layer_met2.png
Scale bar: 20 µm. Cells faint in the background.
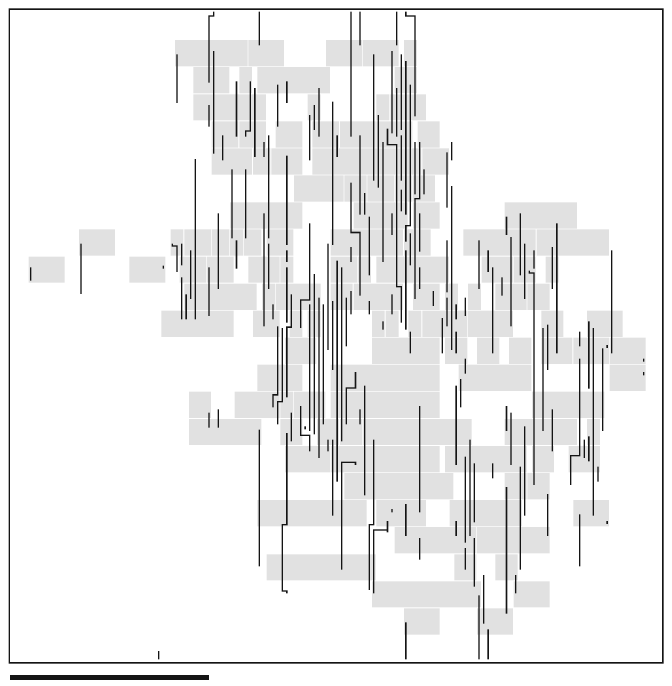
sizes.png
Scale bar: 20 µm.
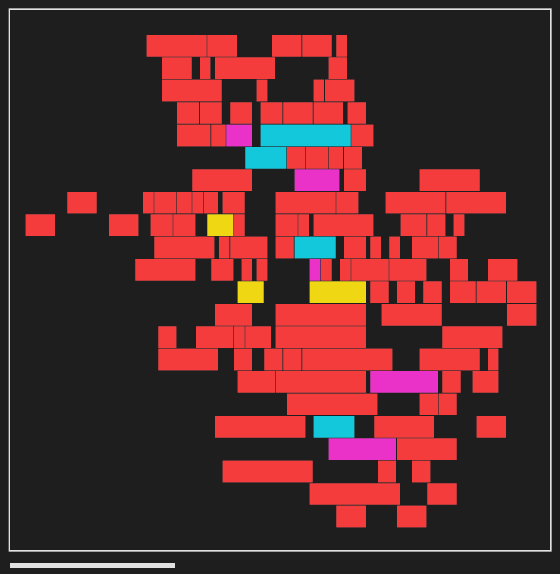
layer_met1.png
Scale bar: 20 µm. Supply wires on this layer in gray. Cells faint in the background.
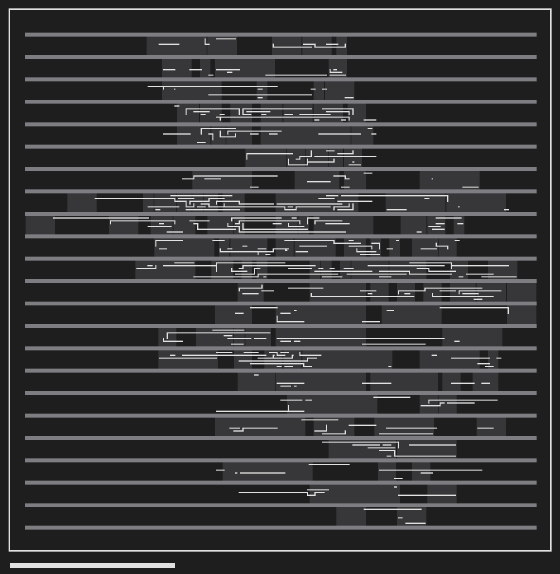
congestion.png
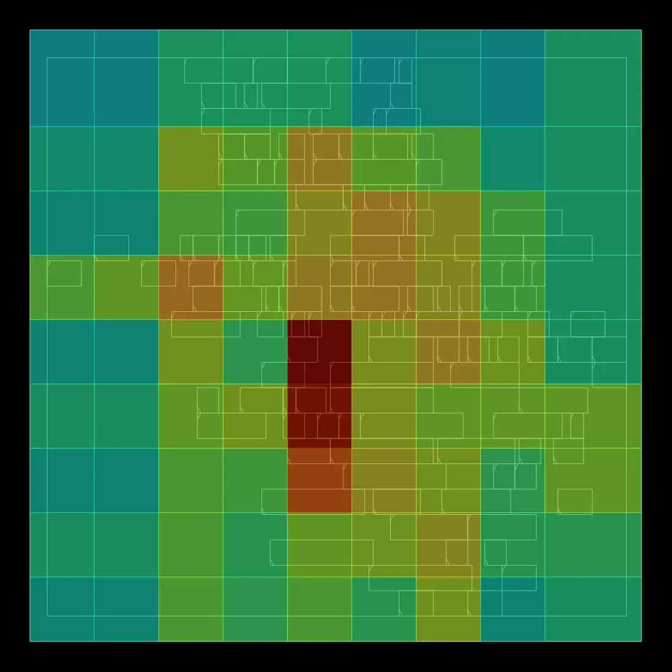
[src/rtl/button_event_arbiter.sv]
// rtl/button_event_arbiter.sv - round-robin arbiter that queues single-cycle button presses into an event FIFO
module button_event_arbiter #(
  parameter int FIFO_DEPTH = 4
) (
  input  logic                          clk,
  input  logic                          rst,
  input  logic [3:0]                    req_i,
  output logic                          evt_valid_o,
  output logic [1:0]                    evt_code_o,
  input  logic                          evt_ready_i,
  output logic [3:0]                    pending_o,
  output logic [$clog2(FIFO_DEPTH):0]   count_o,
  output logic                          drop_o
);

  localparam int AW = $clog2(FIFO_DEPTH);
  localparam int CW = AW + 1;

  logic [3:0]    pending;
  logic [1:0]    last_grant;
  logic [1:0]    mem [FIFO_DEPTH];
  logic [AW-1:0] rd_ptr;
  logic [AW-1:0] wr_ptr;
  logic [CW-1:0] count;
  logic          drop;

  logic          pop;
  logic          space;
  logic          found;
  logic          gnt_valid;
  logic [1:0]    gnt_code;
  logic [1:0]    idx;
  logic [3:0]    gnt_onehot;
  logic [3:0]    pending_next;
  logic          drop_next;

  always_comb begin
    pop       = (count != '0) && evt_ready_i;
    space     = (count < CW'(FIFO_DEPTH)) || pop;
    found     = 1'b0;
    gnt_code  = 2'd0;
    idx       = 2'd0;
    // Search begins one past the last winner and wraps, so every button gets a turn.
    for (int k = 1; k <= 4; k++) begin
      idx = last_grant + 2'(k);
      if (!found && pending[idx]) begin
        found    = 1'b1;
        gnt_code = idx;
      end
    end
    gnt_valid    = found && space;
    gnt_onehot   = gnt_valid ? (4'b0001 << gnt_code) : 4'b0000;
    // A press on a button being granted this cycle is a fresh press, not a merge.
    pending_next = (pending & ~gnt_onehot) | req_i;
    drop_next    = |(req_i & pending & ~gnt_onehot);
  end

  always_ff @(posedge clk) begin
    if (!rst) begin
      pending    <= 4'b0000;
      last_grant <= 2'd3;
      rd_ptr     <= '0;
      wr_ptr     <= '0;
      count      <= '0;
      drop       <= 1'b0;
    end else begin
      pending <= pending_next;
      drop    <= drop_next;
      count   <= count + CW'(gnt_valid) - CW'(pop);
      if (gnt_valid) begin
        last_grant <= gnt_code;
        wr_ptr     <= wr_ptr + AW'(1);
      end
      if (pop) begin
        rd_ptr <= rd_ptr + AW'(1);
      end
    end
  end

  always_ff @(posedge clk) begin
    if (rst && gnt_valid) begin
      mem[wr_ptr] <= gnt_code;
    end
  end

  assign evt_valid_o = (count != '0);
  assign evt_code_o  = (count != '0) ? mem[rd_ptr] : 2'd0;
  assign pending_o   = pending;
  assign count_o     = count;
  assign drop_o      = drop;

endmodule

[config.mk]
export PLATFORM = sky130hd
export DESIGN_NAME = button_event_arbiter
export DESIGN_NICKNAME = d
export VERILOG_FILES = /design/src/rtl/button_event_arbiter.sv
export SDC_FILE = /design/constraint.sdc
export NUM_CORES = 1
export LEC_CHECK = 0
export ABC_AREA = 0
export CAP_MARGIN = 20
export CORE_MARGIN = 1.5
export CORE_UTILIZATION = 30
export CTS_CLUSTER_DIAMETER = 200
export DETAILED_ROUTE_END_ITERATION = 10
export SLEW_MARGIN = 20
export SYNTH_ARGS = -nofsm -noshare
export SYNTH_HDL_FRONTEND = slang
export SYNTH_SLANG_ARGS = --single-unit
[constraint.sdc]
create_clock -name clk -period 6.3 [get_ports clk]
set_input_delay 1.89 -clock clk [delete_from_list [all_inputs] [get_ports clk]]
set_output_delay 1.89 -clock clk [all_outputs]
set_load 0.02 [all_outputs]
==> ci_impl_report.md <==
### Metrics collected by this job

| Metric | Value |
|---|---|
| Register clock-pin slew on the reported worst setup and hold paths | 0.08 ns |
| CTS root buf | clkbuf_8 |
| DP Wirelength | 1560 µm |
| Synth warnings | 0 |
| CP startpoint kind | input port |
| Ant. Diodes | 0 |
| Top-area cell type share of the netlist area | 27.3% |
| Clk latency late pin | 0.27 ns |
| Worst Hold Class | reg -> reg |
| WP buf/inv | 3 |
| DRC | 0 |
| Cell at the slowest stage of the critical path | clkdlybuf4s50_1 |
| Tool Warnings | 29 |
| Metal-1 WL | 921 µm |
| Port Buffers | 17 |
| Register area | 561 µm² |
| Dpl ws | 2.05 ns |
| Global route overflow | 0 |
| # Taps | 48 |
| Status | finished, final reports clean |
| Fin cells | 172 |
| Antenna-violating nets left | 0 |
| H-tree depth | 1 |
Notes on layer_met2.png above:
The longest straight run is 22.1 µm. The wires run mostly vertical. The layer carries 1010 µm of wire.
grt met2 use: 18.4%
via count: 789

Notes on sizes.png above:
_6 and larger: marked cyan, cells 4. _3 and _4 cells: marked yellow, cells 3. _2 cells: marked magenta, cells 5. _0 and _1 cells: marked red, cells 112.
Layout area overhead: 24.1%
post-route setup slack: 2.33 ns
final instance area: 1460 µm²
Non-clk bufs: 17

Notes on layer_met1.png above:
The layer carries 921 µm of wire. The layer holds 44% of the routed length. 118 nets have wire on it. The longest straight run is 20.2 µm. The wires run mostly horizontal.
drt total wl: 2070 µm
GR Util met1: 12.6%

Notes on congestion.png above:
final core occ: 39.2%
routed len/inst: 12.0 µm
gr usage total: 11.2%

worst paths after layout:
path / from / endpoint / slack [ns] / depth (start not counted)
max: evt_ready_i / count_o[2]$_SDFF_PN0_ / 2.33 / 11
min: last_grant[0]$_SDFFE_PN1P_ / last_grant[0]$_SDFFE_PN1P_ / 0.53 / 2
max reg2reg: count_o[0]$_SDFF_PN0_ / count_o[2]$_SDFF_PN0_ / 3.92 / 9
min reg2reg: last_grant[0]$_SDFFE_PN1P_ / last_grant[0]$_SDFFE_PN1P_ / 0.53 / 2
flip-flops by register name (all words and copies together) (netlist names), named ones only:
signal / flops
mem: 8
pending_o: 4
count_o: 3
last_grant: 2
rd_ptr: 2
wr_ptr: 2
drop_o: 1
